===== src/rtl/gold_spread_ctrl.sv =====
// BPSK direct-sequence spreading controller: two 10-stage Gold LFSRs with bit handshake,
// programmable chip rate, start/stop and underrun reporting. Optional macro: GOLD_SEED_LOAD_EN.
module gold_spread_ctrl #(
  parameter int          CHIPS_PER_BIT = 1023,
  parameter int          CHIP_DIV      = 4,
  parameter logic [9:0]  SEED1         = 10'h3FF,
  parameter logic [9:0]  SEED2         = 10'h3FF
) (
  input  logic       clk,
  input  logic       reset,
  input  logic       start,
  input  logic       stop,
  input  logic       bit_in,
  input  logic       bit_valid,
`ifdef GOLD_SEED_LOAD_EN
  input  logic [9:0] seed2_in,
`endif
  output logic       bit_ready,
  output logic       chip_out,
  output logic       chip_valid,
  output logic       chip_first,
  output logic       busy,
  output logic       underrun
);

  localparam int CW = $clog2(CHIPS_PER_BIT + 1);
  localparam int DW = $clog2(CHIP_DIV + 1);
  localparam logic [CW-1:0] LAST_CHIP = CW'(CHIPS_PER_BIT - 1);
  localparam logic [DW-1:0] LAST_DIV  = DW'(CHIP_DIV - 1);

  typedef enum logic [1:0] {IDLE, LOAD, WAIT_BIT, RUN} state_t;

  state_t        state, state_n;
  logic [9:0]    r1, r2, seed2_eff;
  logic [CW-1:0] chip_cnt, idx;
  logic [DW-1:0] div_cnt;
  logic          cur_bit, pend_bit, pend_full, stopping;
  logic          hs, eob, have_next, next_bit;
  logic          emit, emit_bit, pend_full_n, stopping_n, bit_ready_n;

`ifdef GOLD_SEED_LOAD_EN
  // An all-zero LFSR would lock up, so zero selects the all-ones phase.
  assign seed2_eff = (seed2_in == 10'h000) ? 10'h3FF : seed2_in;
`else
  assign seed2_eff = SEED2;
`endif

  assign hs        = bit_valid && bit_ready;
  // chip_cnt holds the index of the next chip; it wraps to 0 right after the last one.
  assign eob       = (state == RUN) && chip_valid && (chip_cnt == '0);
  assign have_next = pend_full || hs;
  assign next_bit  = pend_full ? pend_bit : bit_in;
  assign idx       = (state == WAIT_BIT) ? '0 : chip_cnt;

  always_comb begin
    state_n     = state;
    pend_full_n = pend_full;
    stopping_n  = stopping;
    emit        = 1'b0;
    emit_bit    = cur_bit;
    case (state)
      IDLE: if (start) begin
        state_n    = LOAD;
        stopping_n = 1'b0;
      end
      LOAD: begin
        state_n = WAIT_BIT;
        if (stop) stopping_n = 1'b1;
      end
      WAIT_BIT: if (hs) begin
        state_n  = RUN;
        emit     = 1'b1;
        emit_bit = bit_in;
        if (stop) stopping_n = 1'b1;
      end else if (stop || stopping) begin
        state_n = IDLE;
      end
      RUN: begin
        if (stop) stopping_n = 1'b1;
        if (eob) begin
          if (have_next) begin
            pend_full_n = 1'b0;
            emit_bit    = next_bit;
            emit        = (div_cnt == LAST_DIV);
          end else begin
            state_n = (stopping || stop) ? IDLE : WAIT_BIT;
          end
        end else begin
          emit = (div_cnt == LAST_DIV);
          if (hs) pend_full_n = 1'b1;
        end
      end
      default: state_n = IDLE;
    endcase
    bit_ready_n = ((state_n == WAIT_BIT) || (state_n == RUN)) && !stopping_n && !pend_full_n;
  end

  always_ff @(posedge clk or posedge reset) begin
    if (reset) begin
      state      <= IDLE;
      r1         <= SEED1;
      r2         <= SEED2;
      chip_cnt   <= '0;
      div_cnt    <= '0;
      cur_bit    <= 1'b0;
      pend_bit   <= 1'b0;
      pend_full  <= 1'b0;
      stopping   <= 1'b0;
      bit_ready  <= 1'b0;
      chip_out   <= 1'b0;
      chip_valid <= 1'b0;
      chip_first <= 1'b0;
      busy       <= 1'b0;
      underrun   <= 1'b0;
    end else begin
      state      <= state_n;
      pend_full  <= pend_full_n;
      stopping   <= stopping_n;
      bit_ready  <= bit_ready_n;
      busy       <= (state_n != IDLE);
      chip_valid <= emit;
      chip_out   <= emit && (r1[9] ^ r2[9] ^ emit_bit);
      chip_first <= emit && ((state == WAIT_BIT) || (chip_cnt == '0));

      if (state == LOAD) begin
        r1       <= SEED1;
        r2       <= seed2_eff;
        chip_cnt <= '0;
      end else if (emit) begin
        r1       <= {r1[8:0], r1[9] ^ r1[2]};
        r2       <= {r2[8:0], r2[9] ^ r2[8] ^ r2[7] ^ r2[5] ^ r2[2] ^ r2[1]};
        chip_cnt <= (idx == LAST_CHIP) ? '0 : idx + 1'b1;
      end

      if (state == RUN) div_cnt <= (div_cnt == LAST_DIV) ? '0 : div_cnt + 1'b1;
      else              div_cnt <= '0;

      if (eob && have_next)            cur_bit  <= next_bit;
      else if (state == WAIT_BIT && hs) cur_bit  <= bit_in;
      if (state == RUN && !eob && hs)  pend_bit <= bit_in;

      if ((state == IDLE && start) || state == LOAD) underrun <= 1'b0;
      else if (eob && !have_next && !(stopping || stop)) underrun <= 1'b1;
    end
  end

endmodule


===== config.mk =====
export PLATFORM = sky130hd
export DESIGN_NAME = gold_spread_ctrl
export DESIGN_NICKNAME = d
export VERILOG_FILES = /design/src/rtl/gold_spread_ctrl.sv
export SDC_FILE = /design/constraint.sdc
export NUM_CORES = 1
export LEC_CHECK = 0
export ABC_CLOCK_PERIOD_IN_PS = 3010
export CELL_PAD_IN_SITES_DETAIL_PLACEMENT = 0
export CELL_PAD_IN_SITES_GLOBAL_PLACEMENT = 2
export CORE_UTILIZATION = 35
export CTS_BUF_LIST = sky130_fd_sc_hd__clkbuf_8
export CTS_CLUSTER_DIAMETER = 120
export DETAILED_ROUTE_END_ITERATION = 10
export PLACE_DENSITY_LB_ADDON = 0.05
export SLEW_MARGIN = 15
export SYNTH_ARGS = -nofsm -noshare
export SYNTH_HDL_FRONTEND = slang
export SYNTH_SLANG_ARGS = --single-unit

===== constraint.sdc =====
create_clock -name clk -period 3.01 [get_ports clk]
set_input_delay 0.7525 -clock clk [delete_from_list [all_inputs] [get_ports clk]]
set_output_delay 0.7525 -clock clk [all_outputs]
set_load 0.05 [all_outputs]

==> Slide: Implementation Results <==
Implementation Results

Status
  • Status: complete, no violations

Synth
  • Basic Gates by Area: 25.8%
  • Synth async-reset ratio: 100%
  • Post-synth top cells: 52 x nand2_1, 25 x dfrtp_1, 20 x dfstp_2, 17 x o21ai_0, 14 x nand3_1
  • Cell Area, Synth: 2290 um2
  • Synth Warn #: 0
  • Synth mux share: 2.24%
  • Syn avg cell area: between 9 and 10 um2
  • Post-Syn Instances: 246
  • Yosys chip area: 2290 um2
  • Top cell area share: 27.3%
  • Compound Share, Synth: 13.2%
  • Biggest area consumer among synthesized cells: dfrtp_1
  • Adder Area Share: 1.64%
  • Count leader, synth: nand2_1
  • Synth Flop Type: dfrtp_1

Cells and area
  • Area Growth Syn to Fin: 13.4%
  • Final nets: 270
  • Antenna cell count: 0
  • Top Layout Cells: 52 x nand2_1, 25 x dfrtp_1, 20 x dfstp_2
  • Finished Cell Area: about 2600 um2
  • Flop area: 1150 um2
  • Largest registers: chip_cnt (10), r1 (10), r2 (10)
  • Fraction of area in registers: between 40% and 50%
  • Leading cell kind: registers
  • Signal buffers share of area: between 6 and 7%
  • Sequential cell count: 45

Place
  • Port Buffers: 11
  • Placed cell area: 2500 um2

Worst setup path
  • CP required: 3240 ps
  • CP Launch Type: input pin
  • Worst r2r src: state[0]
  • Critical path's slowest cell: nor4_2
  • Critical path peak fanout: 7
  • Crit path max-delay family: simple AND/OR/NAND/NOR gates
  • Worst Setup End Kind: flop
  • Max stage delay on crit path: between 500 and 600 ps
  • CP Depth: 6
  • Crit path to: chip_cnt[8]

Detailed routing
  • Vias: approximately 1800
  • Residual DRC: 0
  • DRT met1 WL: 2850 um
  • WL met3: 85 um
  • WL final: 5360 um
  • DR pass1 iterations: 4
  • DR WL met2: 2360 um

Clock network
  • CTS tree: built
  • Cts bufs inserted: 5
  • H-Tree Depth: 2
  • Clk sinks: 45
  • CTS Hold Bufs: 0
  • Setup bufs post-CTS: 0

Global routing
  • GRT Residual Overflow: 0

Die
  • Die H: around 83 um
  • Core Footprint: 6350 um2
  • Chip area: 6880 um2
  • Well tap count: 77

Power
  • Sequential power share: between 40% and 50%
  • Main power group: registers
  • Sequential cell power: 0.00109 W
  • Peak supply drop: ~0.00040 V

Hold path
  • Hold Path Class: flop to flop
  • Hold path start: div_cnt[0]

Job
  • Max-cap violations: 0

Timing
  • Fmax: 424 MHz
  • Final WS setup: 651 ps
  • Final setup vio count: 0
  • RSZ-0062 raised after global routing: no
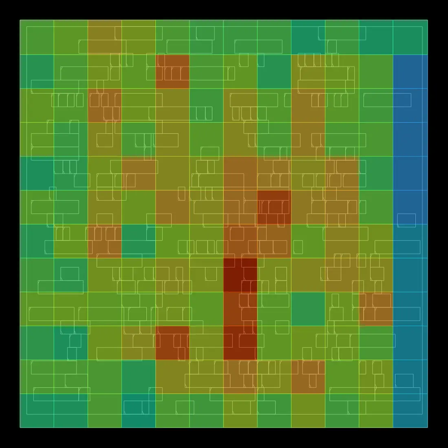
Figure 1: routing congestion map.
M2 GR Usage: 25.8%
grt peak-use layer: met2
met1 Resource Use GR: 24.4%
Util after Layout: 40.9%
detailed-route wire length per cell: 15.8 um

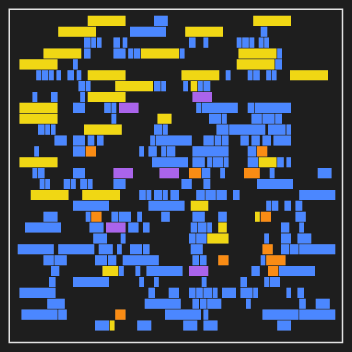
Figure 2: drive-strength map.
Scale: 4 px per um.
legend:
  purple:
    size: _6 and larger
    cells: 6
    share: 2.3%
  orange:
    size: _3 and _4 cells
    cells: 11
    share: 4.2%
  yellow:
    size: _2 cells
    cells: 29
    share: 11%
  blue:
    size: _0 and _1 cells
    cells: 216
    share: 82%

Power figures rest on the tool's default switching activity, not on a simulated workload.
